===== src/rtl/oqpsk_rx_deserializer_pkg.sv =====
// Shared typedefs for the OQPSK transmit/receive datapaths.
// The rx state enum sits beside the transmit one so both FSMs share a single source.
package oqpsk_rx_deserializer_pkg;

    typedef enum logic [1:0] {
        TX_IDLE,
        TX_PREAMBLE,
        TX_PAYLOAD
    } transmission_state_t;

    typedef enum logic [1:0] {
        RX_IDLE,
        RX_RECEIVE,
        RX_DRAIN
    } rx_state_t;

    localparam int FRAME_LEN_W = 16;

    // A sample that is zero or positive decides a 1; a negative sample decides a 0.
    function automatic logic sign_to_bit(input logic sign);
        return ~sign;
    endfunction

endpackage


===== src/rtl/oqpsk_rx_deserializer_if.sv =====
// AXI-Stream pair for the OQPSK deserializer: s_axis carries I/Q samples in, m_axis carries words out.
// The slave modport is the deserializer's view; master is the environment that feeds and drains it.
interface oqpsk_rx_deserializer_if #(
    parameter int SAMPLE_WIDTH = 12,
    parameter int TDATA_WIDTH  = 16
);
    logic [2*SAMPLE_WIDTH-1:0] s_axis_tdata;
    logic                      s_axis_tvalid;
    logic                      s_axis_tready;
    logic                      s_axis_tlast;
    logic [TDATA_WIDTH-1:0]    m_axis_tdata;
    logic                      m_axis_tvalid;
    logic                      m_axis_tready;
    logic                      m_axis_tlast;

    modport master (
        output s_axis_tdata, s_axis_tvalid, s_axis_tlast, m_axis_tready,
        input  s_axis_tready, m_axis_tdata, m_axis_tvalid, m_axis_tlast
    );

    modport slave (
        input  s_axis_tdata, s_axis_tvalid, s_axis_tlast, m_axis_tready,
        output s_axis_tready, m_axis_tdata, m_axis_tvalid, m_axis_tlast
    );
endinterface


===== src/rtl/oqpsk_rx_bit_slicer.sv =====
// Hard-decision slicer: turns I/Q sample signs into bits and collects them into one interleaved word.
// The word output carries the Q bit being captured this cycle, so the caller can register it with no extra delay.
module oqpsk_rx_bit_slicer
    import oqpsk_rx_deserializer_pkg::*;
#(
    parameter int SAMPLE_WIDTH = 12,
    parameter int N            = 8,
    parameter int BW           = 3
) (
    input  logic                      aclk,
    input  logic                      sresetn,
    input  logic [2*SAMPLE_WIDTH-1:0] sample,
    input  logic                      cap_i,
    input  logic                      cap_q,
    input  logic [BW-1:0]             i_idx,
    input  logic [BW-1:0]             q_idx,
    output logic [2*N-1:0]            word
);
    logic [N-1:0] i_bits;
    logic [N-1:0] q_bits;
    logic         i_dec;
    logic         q_dec;
    logic         unused_mag;

    assign i_dec      = sign_to_bit(sample[SAMPLE_WIDTH-1]);
    assign q_dec      = sign_to_bit(sample[2*SAMPLE_WIDTH-1]);
    assign unused_mag = ^{sample[2*SAMPLE_WIDTH-2:SAMPLE_WIDTH], sample[SAMPLE_WIDTH-2:0]};

    always_ff @(posedge aclk) begin
        if (!sresetn) begin
            i_bits <= '0;
            q_bits <= '0;
        end else begin
            if (cap_i) i_bits[i_idx] <= i_dec;
            if (cap_q) q_bits[q_idx] <= q_dec;
        end
    end

    // Even bits carry I, odd bits carry Q; the in-flight Q decision bypasses its register.
    always_comb begin
        word = '0;
        for (int k = 0; k < N; k++) begin
            word[2*k]   = i_bits[k];
            word[2*k+1] = (cap_q && q_idx == BW'(k)) ? q_dec : q_bits[k];
        end
    end

endmodule


===== src/rtl/oqpsk_rx_deserializer.sv =====
// OQPSK receive deserializer: slices oversampled I/Q samples into interleaved bit words framed by start/tlast.
// Optional OQPSK_RX_ERR_CNT_EN adds a saturating err_count output counting frame_err pulses.
module oqpsk_rx_deserializer
    import oqpsk_rx_deserializer_pkg::*;
#(
    parameter int SAMPLES_PER_SYMBOL     = 4,
    parameter int C_M00_AXIS_TDATA_WIDTH = 16,
    parameter int SAMPLE_WIDTH           = 12
) (
    input  logic                       aclk,
    input  logic                       sresetn,
    input  logic                       start,
    input  logic [FRAME_LEN_W-1:0]     frame_words,
    oqpsk_rx_deserializer_if.slave     axis,
    output logic                       frame_err,
    output logic                       busy
`ifdef OQPSK_RX_ERR_CNT_EN
    ,
    output logic [15:0]                err_count
`endif
);
    localparam int N   = C_M00_AXIS_TDATA_WIDTH / 2;
    localparam int SCW = $clog2(SAMPLES_PER_SYMBOL);
    localparam int BW  = (N > 1) ? $clog2(N) : 1;
    localparam logic [SCW-1:0] SC_LAST  = SCW'(SAMPLES_PER_SYMBOL - 1);
    localparam logic [SCW-1:0] SC_MID   = SCW'(SAMPLES_PER_SYMBOL / 2);
    localparam logic [BW-1:0]  BIT_LAST = BW'(N - 1);

    rx_state_t                   state, state_nxt;
    logic [SCW-1:0]              sample_cnt;
    logic [BW-1:0]               bit_cnt;
    logic [FRAME_LEN_W-1:0]      word_cnt;
    logic [FRAME_LEN_W-1:0]      frame_len;
    logic                        accept, in_rx, word_done, last_word, early_last;
    logic                        cap_i, cap_q;
    logic [BW-1:0]               q_idx;
    logic [C_M00_AXIS_TDATA_WIDTH-1:0] word;

    assign accept    = axis.s_axis_tvalid && axis.s_axis_tready;
    assign in_rx     = accept && (state == RX_RECEIVE);
    // Q of the previous symbol lands on sample 0, so a word finishes on the first sample of the next word.
    assign word_done = in_rx && sample_cnt == '0 && bit_cnt == '0 && word_cnt != '0;
    assign last_word = (word_cnt == frame_len);
    assign early_last = in_rx && axis.s_axis_tlast && !(word_done && last_word);
    assign cap_i     = in_rx && sample_cnt == SC_MID;
    assign cap_q     = in_rx && sample_cnt == '0 && (bit_cnt != '0 || word_cnt != '0);
    assign q_idx     = (bit_cnt == '0) ? BIT_LAST : bit_cnt - 1'b1;

    always_ff @(posedge aclk) begin
        if (!sresetn) state <= RX_IDLE;
        else          state <= state_nxt;
    end

    always_comb begin
        state_nxt = state;
        case (state)
            RX_IDLE:    if (start && frame_words != '0) state_nxt = RX_RECEIVE;
            RX_RECEIVE: begin
                if (early_last)                  state_nxt = RX_IDLE;
                else if (word_done && last_word) state_nxt = axis.s_axis_tlast ? RX_IDLE : RX_DRAIN;
            end
            RX_DRAIN:   if (accept && axis.s_axis_tlast) state_nxt = RX_IDLE;
            default:    state_nxt = RX_IDLE;
        endcase
    end

    always_comb begin
        busy               = (state != RX_IDLE);
        axis.s_axis_tready = busy && !(axis.m_axis_tvalid && !axis.m_axis_tready);
    end

    always_ff @(posedge aclk) begin
        if (!sresetn)                               frame_len <= '0;
        else if (state == RX_IDLE && start)         frame_len <= frame_words;
    end

    always_ff @(posedge aclk) begin
        if (!sresetn || state == RX_IDLE) begin
            sample_cnt <= '0;
            bit_cnt    <= '0;
            word_cnt   <= '0;
        end else if (in_rx) begin
            if (sample_cnt == SC_LAST) begin
                sample_cnt <= '0;
                if (bit_cnt == BIT_LAST) begin
                    bit_cnt  <= '0;
                    word_cnt <= word_cnt + 1'b1;
                end else begin
                    bit_cnt <= bit_cnt + 1'b1;
                end
            end else begin
                sample_cnt <= sample_cnt + 1'b1;
            end
        end
    end

    oqpsk_rx_bit_slicer #(
        .SAMPLE_WIDTH (SAMPLE_WIDTH),
        .N            (N),
        .BW           (BW)
    ) u_slicer (
        .aclk    (aclk),
        .sresetn (sresetn),
        .sample  (axis.s_axis_tdata),
        .cap_i   (cap_i),
        .cap_q   (cap_q),
        .i_idx   (bit_cnt),
        .q_idx   (q_idx),
        .word    (word)
    );

    // Input is stalled while a word waits, so a new word only loads into a free or departing slot.
    always_ff @(posedge aclk) begin
        if (!sresetn) begin
            axis.m_axis_tvalid <= 1'b0;
            axis.m_axis_tlast  <= 1'b0;
            axis.m_axis_tdata  <= '0;
            frame_err          <= 1'b0;
        end else begin
            frame_err <= early_last;
            if (axis.m_axis_tvalid && axis.m_axis_tready) axis.m_axis_tvalid <= 1'b0;
            if (word_done && !early_last) begin
                axis.m_axis_tdata  <= word;
                axis.m_axis_tvalid <= 1'b1;
                axis.m_axis_tlast  <= last_word;
            end
        end
    end

`ifdef OQPSK_RX_ERR_CNT_EN
    always_ff @(posedge aclk) begin
        if (!sresetn)                            err_count <= '0;
        else if (frame_err && err_count != '1)   err_count <= err_count + 1'b1;
    end
`endif

endmodule


===== src/flat_wrapper.sv =====
// flat-port wrapper written by rule: the top's interface ports become plain ports
module oqpsk_rx_deserializer_flat import oqpsk_rx_deserializer_pkg::*;
#(
    parameter int SAMPLES_PER_SYMBOL     = 4,
    parameter int C_M00_AXIS_TDATA_WIDTH = 16,
    parameter int SAMPLE_WIDTH           = 12
)
  (aclk, sresetn, start, frame_words, frame_err, busy, axis_s_axis_tdata, axis_s_axis_tvalid, axis_s_axis_tlast, axis_m_axis_tready, axis_s_axis_tready, axis_m_axis_tdata, axis_m_axis_tvalid, axis_m_axis_tlast);
  oqpsk_rx_deserializer_if #(.SAMPLE_WIDTH(SAMPLE_WIDTH), .TDATA_WIDTH(16)) axis_i ();
  input  logic aclk;
  input  logic sresetn;
  input  logic start;
  input  logic [FRAME_LEN_W-1:0] frame_words;
  output logic frame_err;
  output logic busy;
  input wire logic [$bits(axis_i.s_axis_tdata)-1:0] axis_s_axis_tdata;
  input wire logic [$bits(axis_i.s_axis_tvalid)-1:0] axis_s_axis_tvalid;
  input wire logic [$bits(axis_i.s_axis_tlast)-1:0] axis_s_axis_tlast;
  input wire logic [$bits(axis_i.m_axis_tready)-1:0] axis_m_axis_tready;
  output wire logic [$bits(axis_i.s_axis_tready)-1:0] axis_s_axis_tready;
  output wire logic [$bits(axis_i.m_axis_tdata)-1:0] axis_m_axis_tdata;
  output wire logic [$bits(axis_i.m_axis_tvalid)-1:0] axis_m_axis_tvalid;
  output wire logic [$bits(axis_i.m_axis_tlast)-1:0] axis_m_axis_tlast;
  assign axis_i.s_axis_tdata = axis_s_axis_tdata;
  assign axis_i.s_axis_tvalid = axis_s_axis_tvalid;
  assign axis_i.s_axis_tlast = axis_s_axis_tlast;
  assign axis_i.m_axis_tready = axis_m_axis_tready;
  assign axis_s_axis_tready = axis_i.s_axis_tready;
  assign axis_m_axis_tdata = axis_i.m_axis_tdata;
  assign axis_m_axis_tvalid = axis_i.m_axis_tvalid;
  assign axis_m_axis_tlast = axis_i.m_axis_tlast;
  oqpsk_rx_deserializer #(.SAMPLES_PER_SYMBOL(SAMPLES_PER_SYMBOL), .C_M00_AXIS_TDATA_WIDTH(C_M00_AXIS_TDATA_WIDTH), .SAMPLE_WIDTH(SAMPLE_WIDTH)) u_core (.aclk(aclk), .sresetn(sresetn), .start(start), .frame_words(frame_words), .axis(axis_i), .frame_err(frame_err), .busy(busy));
endmodule

===== config.mk =====
export PLATFORM = sky130hd
export DESIGN_NAME = oqpsk_rx_deserializer_flat
export DESIGN_NICKNAME = d
export VERILOG_FILES = /design/src/rtl/oqpsk_rx_deserializer_pkg.sv /design/src/rtl/oqpsk_rx_deserializer_if.sv /design/src/rtl/oqpsk_rx_bit_slicer.sv /design/src/rtl/oqpsk_rx_deserializer.sv /design/src/flat_wrapper.sv
export SDC_FILE = /design/constraint.sdc
export NUM_CORES = 1
export LEC_CHECK = 0
export CORE_MARGIN = 2
export CORE_UTILIZATION = 52
export DETAILED_ROUTE_END_ITERATION = 12
export GPL_TIMING_DRIVEN = 0
export HOLD_SLACK_MARGIN = 0.05
export PLACE_DENSITY_LB_ADDON = 0.15
export SYNTH_ARGS = -nofsm -noshare
export SYNTH_HDL_FRONTEND = slang
export SYNTH_SLANG_ARGS = --single-unit

===== constraint.sdc =====
create_clock -name aclk -period 2.7 [get_ports aclk]
set_input_delay 0.54 -clock aclk [delete_from_list [all_inputs] [get_ports aclk]]
set_output_delay 0.54 -clock aclk [all_outputs]
set_load 0.03 [all_outputs]

class_map.png
Fill, decap, tap and diode cells in gray.
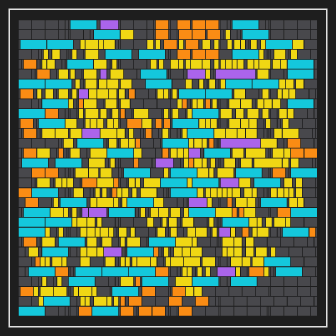
- cyan: sequential cells (cells 73; share of their area 35%)
- orange: remaining buffers and delay cells (cells 71; share of their area 13%)
- yellow: remaining logic cells (cells 323; share of their area 47%)
- purple: clock drivers and dummy loads (cells 16; share of their area 5.2%)
design area: 4340 µm²
Seq/total area: 33.7%
core area: 6720 µm²
row count: 30
Final Util: 64.5%

==> Changelog: implementation <==
### Physical design

* Status: complete, no violations
* Synth top cell by count: dfxtp_1
* CP most frequent cell: clkdlybuf4s50_1
* Largest net degree at the start of global routing at 14
* CP top delay family: buffers and inverters
* Total Wirelength at 8710 µm
* Global-route wire length before repair at 14400 µm
* Final setup TNS at 0 ns
* Reg2reg setup slack at about 0.24 ns
* Die height at between 80 and 90 µm
* Min-delay worst type: reg2reg
* Mapped Area at about 3600 µm²
* Post-synthesis chip area from yosys at between 3000 and 4000 µm²
* Placed cell area at between 4000 and 5000 µm²
* Synth warn at 0
* # nets final at between 500 and 600
* Leak at ~1.6 nW
* CP max-delay cell: clkdlybuf4s50_1
* Max_slew headroom at about 62%
* Register area at 1460 µm²
* Post-route ant nets at 0
* Async SR Flop Fraction at 0%
* Ys flops at 73
* Post-CTS Setup Bufs at 0
* Non-clock buffer share at between 10% and 20%
* Reg clk slew, reported paths at ~0.080 ns
* Fp util at roughly 53%
* CTS Buffer Depth at 2
* Mean Syn Cell Area at roughly 8.5 µm²
* Post-cts resize count at 0
* Post-Syn Nets at 482
* # fillers at between 500 and 600
layers.png
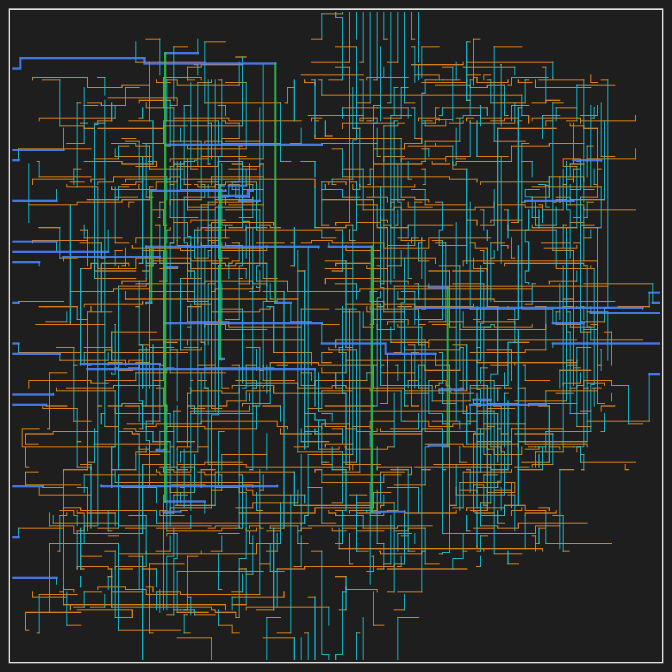
- orange: M1 (wire length 3930 µm)
- blue: M3 (wire length 398 µm)
- cyan: M2 (wire length 4200 µm)
- green: M4 (wire length 186 µm)

[path summary, 6_finish.rpt]
check / depth (start not counted) / to / start
setup / recovery: 4 / axis_s_axis_tready / axis_m_axis_tready
hold / removal: 2 / u_core.axis.m_axis_tdata[4]$_SDFFE_PN0P_ / u_core.axis.m_axis_tdata[4]$_SDFFE_PN0P_
setup reg to reg: 9 / u_core.axis.m_axis_tdata[13]$_SDFFE_PN0P_ / u_core.bit_cnt[0]$_SDFFE_PP0P_
hold reg to reg: 2 / u_core.axis.m_axis_tdata[4]$_SDFFE_PN0P_ / u_core.axis.m_axis_tdata[4]$_SDFFE_PN0P_
[per-layer routing]
metal,global-route usage [%],vias to the layer above,part of all wire [%]
met5,0,-,0
met4,12.5,0,2.1
met1,29.9,1473,45
met3,3.98,16,4.6
met2,41.6,72,48
li1,-,1600,-
